**config.mk**
```make
export PLATFORM = sky130hd
export DESIGN_NAME = conv_encoder_ctrl
export DESIGN_NICKNAME = d
export VERILOG_FILES = /design/src/rtl/conv_enc_ctrl_pkg.sv /design/src/rtl/enc_tx_serializer.sv /design/src/rtl/conv_encoder_ctrl.sv
export SDC_FILE = /design/constraint.sdc
export NUM_CORES = 1
export LEC_CHECK = 0
export CAP_MARGIN = 5
export CORE_AREA = 2 2 383 385
export DETAILED_ROUTE_END_ITERATION = 8
export DIE_AREA = 0 0 385 387
export PLACE_DENSITY_LB_ADDON = 0.2
export SETUP_SLACK_MARGIN = 0.3
export SKIP_LAST_GASP = 1
export SLEW_MARGIN = 10
export SYNTH_ARGS = -nofsm -noshare
export SYNTH_HDL_FRONTEND = slang
export SYNTH_SLANG_ARGS = --single-unit
```
**constraint.sdc**
```tcl
create_clock -name clk -period 3.6 [get_ports clk]
set_clock_uncertainty 0.15 [all_clocks]
set_input_delay 0.72 -clock clk [delete_from_list [all_inputs] [get_ports clk]]
set_output_delay 0.72 -clock clk [all_outputs]
set_load 0.005 [all_outputs]
```
**src/rtl/conv_enc_ctrl_pkg.sv**
```systemverilog
// conv_enc_ctrl_pkg: shared constants and state type for conv_encoder_ctrl (CONV_ENC_CTRL_WDOG_EN enables its DRAIN watchdog).
// Code-rate encodings and K/NPOLY come from param_def.sv; the fallbacks below apply only when it is not loaded.
`ifndef MAX_CONSTRAINT_LENGTH
`define MAX_CONSTRAINT_LENGTH 9
`endif
`ifndef MAX_CODE_RATE
`define MAX_CODE_RATE 3
`endif
`ifndef CODE_RATE_2
`define CODE_RATE_2 1'b0
`endif
`ifndef CODE_RATE_3
`define CODE_RATE_3 1'b1
`endif
package conv_enc_ctrl_pkg;
  localparam int FRAME_LEN = 128;
  localparam int BIT_W = $clog2(FRAME_LEN);
  localparam int CW_W = 384;
  localparam int CNT_W = 16;
  localparam int K = `MAX_CONSTRAINT_LENGTH;
  localparam int NPOLY = `MAX_CODE_RATE;
  localparam int PW = K * NPOLY;
  localparam logic CODE_RATE_2 = `CODE_RATE_2;
  localparam logic CODE_RATE_3 = `CODE_RATE_3;
  typedef enum logic [2:0] {IDLE, INIT, RUN, DRAIN, OUT} state_t;
endpackage

```
**src/rtl/enc_tx_serializer.sv**
```systemverilog
// enc_tx_serializer: MSB-first frame shifter with registered output bit and a per-bit index counter.
module enc_tx_serializer import conv_enc_ctrl_pkg::*; (
  input  logic                 clk,
  input  logic                 rst,
  input  logic                 i_load,
  input  logic [FRAME_LEN-1:0] i_frame,
  input  logic                 i_shift,
  output logic                 o_bit,
  output logic                 o_last
);
  logic [FRAME_LEN-1:0] r_sr;
  logic [BIT_W-1:0]     r_cnt;
  logic                 r_bit;
  // counter preloads all-ones so the first shift lands on index 0 for the first transmitted bit
  always_ff @(posedge clk or negedge rst) begin
    if (!rst) begin
      r_sr  <= '0;
      r_cnt <= '0;
      r_bit <= 1'b0;
    end else if (i_load) begin
      r_sr  <= i_frame;
      r_cnt <= '1;
      r_bit <= 1'b0;
    end else if (i_shift) begin
      r_sr  <= {r_sr[FRAME_LEN-2:0], 1'b0};
      r_cnt <= r_cnt + 1'b1;
      r_bit <= r_sr[FRAME_LEN-1];
    end
  end
  assign o_bit  = r_bit;
  assign o_last = &r_cnt;
endmodule

```
**src/rtl/conv_encoder_ctrl.sv**
```systemverilog
// conv_encoder_ctrl: frame sequencer feeding the convolutional encoder and buffering one codeword.
// Define CONV_ENC_CTRL_WDOG_EN to abort a DRAIN that sees no encoder done within WDOG_CYC cycles.
module conv_encoder_ctrl import conv_enc_ctrl_pkg::*; (
  input  logic                 clk,
  input  logic                 rst,
  input  logic [FRAME_LEN-1:0] i_frame_data,
  input  logic [PW-1:0]        i_gen_poly,
  input  logic                 i_code_rate,
  input  logic                 i_frame_valid,
  output logic                 o_frame_ready,
  output logic                 o_enc_rst,
  output logic                 o_en_ce,
  output logic [PW-1:0]        o_gen_poly,
  output logic                 o_code_rate,
  output logic                 o_tx_data,
  input  logic [CW_W-1:0]      i_encoder_data,
  input  logic                 i_encoder_done,
  output logic [CW_W-1:0]      o_cw_data,
  output logic                 o_cw_rate,
  output logic                 o_cw_valid,
  input  logic                 i_cw_ready,
  output logic                 o_busy,
  output logic                 o_err,
  output logic [CNT_W-1:0]     o_frame_cnt
);
  localparam logic [CW_W-1:0] HALF_MASK = {{(2*FRAME_LEN){1'b1}}, {(CW_W-2*FRAME_LEN){1'b0}}};
`ifdef CONV_ENC_CTRL_WDOG_EN
  localparam int WDOG_CYC = 16;
  localparam int WD_W = $clog2(WDOG_CYC);
  localparam logic [WD_W-1:0] WDOG_LAST = WD_W'(WDOG_CYC - 1);
  logic [WD_W-1:0] r_wdog;
`endif
  state_t r_state;
  logic   w_accept, w_shift, w_last;
  assign w_accept = o_frame_ready & i_frame_valid;
  assign w_shift  = (r_state == INIT) | (r_state == RUN);
  enc_tx_serializer u_ser (
    .clk     (clk),
    .rst     (rst),
    .i_load  (w_accept),
    .i_frame (i_frame_data),
    .i_shift (w_shift),
    .o_bit   (o_tx_data),
    .o_last  (w_last)
  );
  always_ff @(posedge clk or negedge rst) begin
    if (!rst) begin
      r_state       <= IDLE;
      o_frame_ready <= 1'b0;
      o_enc_rst     <= 1'b0;
      o_en_ce       <= 1'b0;
      o_gen_poly    <= '0;
      o_code_rate   <= 1'b0;
      o_cw_data     <= '0;
      o_cw_rate     <= 1'b0;
      o_cw_valid    <= 1'b0;
      o_busy        <= 1'b0;
      o_err         <= 1'b0;
      o_frame_cnt   <= '0;
`ifdef CONV_ENC_CTRL_WDOG_EN
      r_wdog        <= '0;
`endif
    end else begin
      case (r_state)
        IDLE: if (w_accept) begin
          r_state       <= INIT;
          o_frame_ready <= 1'b0;
          o_busy        <= 1'b1;
          o_gen_poly    <= i_gen_poly;
          o_code_rate   <= i_code_rate;
        end else begin
          o_frame_ready <= 1'b1;
        end
        INIT: begin
          r_state   <= RUN;
          o_enc_rst <= 1'b1;
          o_en_ce   <= 1'b1;
        end
        RUN: begin
          if (i_encoder_done) o_err <= 1'b1;
          if (w_last) r_state <= DRAIN;
`ifdef CONV_ENC_CTRL_WDOG_EN
          r_wdog <= '0;
`endif
        end
        DRAIN: if (i_encoder_done) begin
          r_state    <= OUT;
          o_en_ce    <= 1'b0;
          o_cw_valid <= 1'b1;
          o_cw_rate  <= o_code_rate;
          o_cw_data  <= (o_code_rate == CODE_RATE_2) ? (i_encoder_data & HALF_MASK) : i_encoder_data;
        end
`ifdef CONV_ENC_CTRL_WDOG_EN
        else if (r_wdog == WDOG_LAST) begin
          r_state       <= IDLE;
          o_err         <= 1'b1;
          o_en_ce       <= 1'b0;
          o_enc_rst     <= 1'b0;
          o_busy        <= 1'b0;
          o_frame_ready <= 1'b1;
        end else begin
          r_wdog <= r_wdog + 1'b1;
        end
`endif
        OUT: if (i_cw_ready) begin
          r_state       <= IDLE;
          o_cw_valid    <= 1'b0;
          o_frame_cnt   <= o_frame_cnt + 1'b1;
          o_enc_rst     <= 1'b0;
          o_busy        <= 1'b0;
          o_frame_ready <= 1'b1;
        end
        default: r_state <= IDLE;
      endcase
    end
  end
endmodule

```
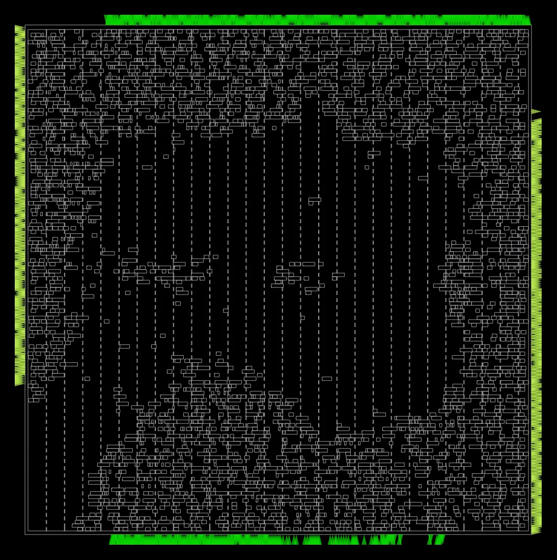
Figure 1: placement view.
num rows: 140
Seq cells: 574
Seq/total area: 38.0%

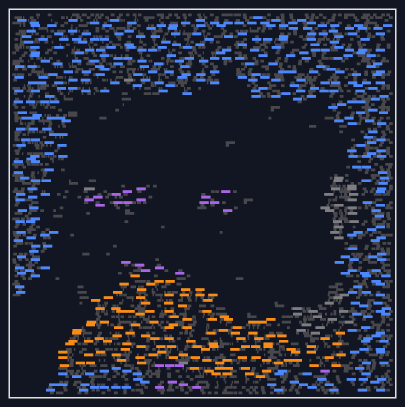
Figure 2: sequential cells coloured by netlist name.
Drawn at 1 px/um. Other sequential cells in the stronger grey, the rest of the logic in the fainter grey.
- u_ser.r_sr: orange (sequential cells 128)
- o_cw_data: blue (sequential cells 384; where widely spread)
- o_gen_poly: purple (sequential cells 27)

==> metrics.cfg <==
[power_and_ir_drop]
top_power_group = combinational cells
switchingPower_mw = 9.68
p_total_mw = 30.7
clockPowerShare_pct = 25.6
pg_seq_mw = 10.9

[routing]
wl_met3_mm = 8.07
wl_met2_mm = 47.3
drt_iter0_drc = 641
ant_nets = 0
drt_wl_total_mm = 93.6

[place]
pre_cts_ws_ns = 0.667
dpl_cell_area_um2 = 35200
hpwl_mm = 71.8

[critical_path]
reg2reg_from = r_state[2]
crit_chain = clkdlybuf4s50_1
cp_top_family = buffers and inverters
worstPathMaxFanout = 5
critical_path_depth = 1
r2r_slack_ns = 1.28

[synth]
top_cells_by_count = dfrtp_1 (574), nand2_1 (405), mux2_1 (207)
ys_types = 37
yosys-top-cells-area = dfrtp_1 (63%), mux2_1 (10%), nand2_1 (6.6%)
compound_area_share_pct = 5.85
synthTopLogicFamily = multiplexers
ys_sh_mux_pct = 19.7
async_flop_share_pct = 100
ys_sh_simple_pct = 7.86
syn_inst = 1852
xor_share_pct = 0.875
synthesis.nets = 2399

[global_routing]
grt_start_max_net_pins = 131
grtUsageMet1_pct = 13.7
grt-busiest-layer = met2
grt_use_total_pct = 12.3
use_met3_pct = 4.76
grt_pass1_vias = 18600

[timing]
fmax_mhz = 389

[die]
num_io_pins = 981
tapCellCount = 1917

[final_layout]
layout.nets = 3402
finish.instance_area_um2 = 37800

[outcome]
status = finished, final reports clean

[run]
log.warning_count = 29

[clock_tree]
cts_tree = built
postCtsSetupBuffers = 0
clk_pin_slew_ns = 0.05

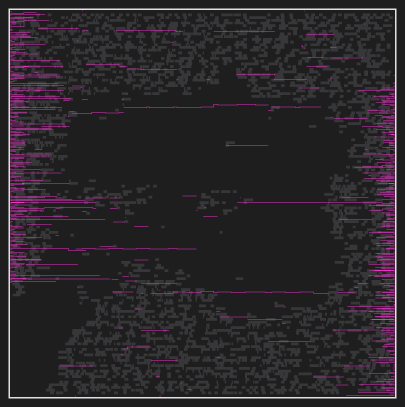
Figure 3: M3 wires.
Drawn at 1 px/um. Cells faint in the background.
- wire length on this layer: 8070 um
- longest straight run: 145 um
- main direction: horizontal
- nets with wire on the layer: 461

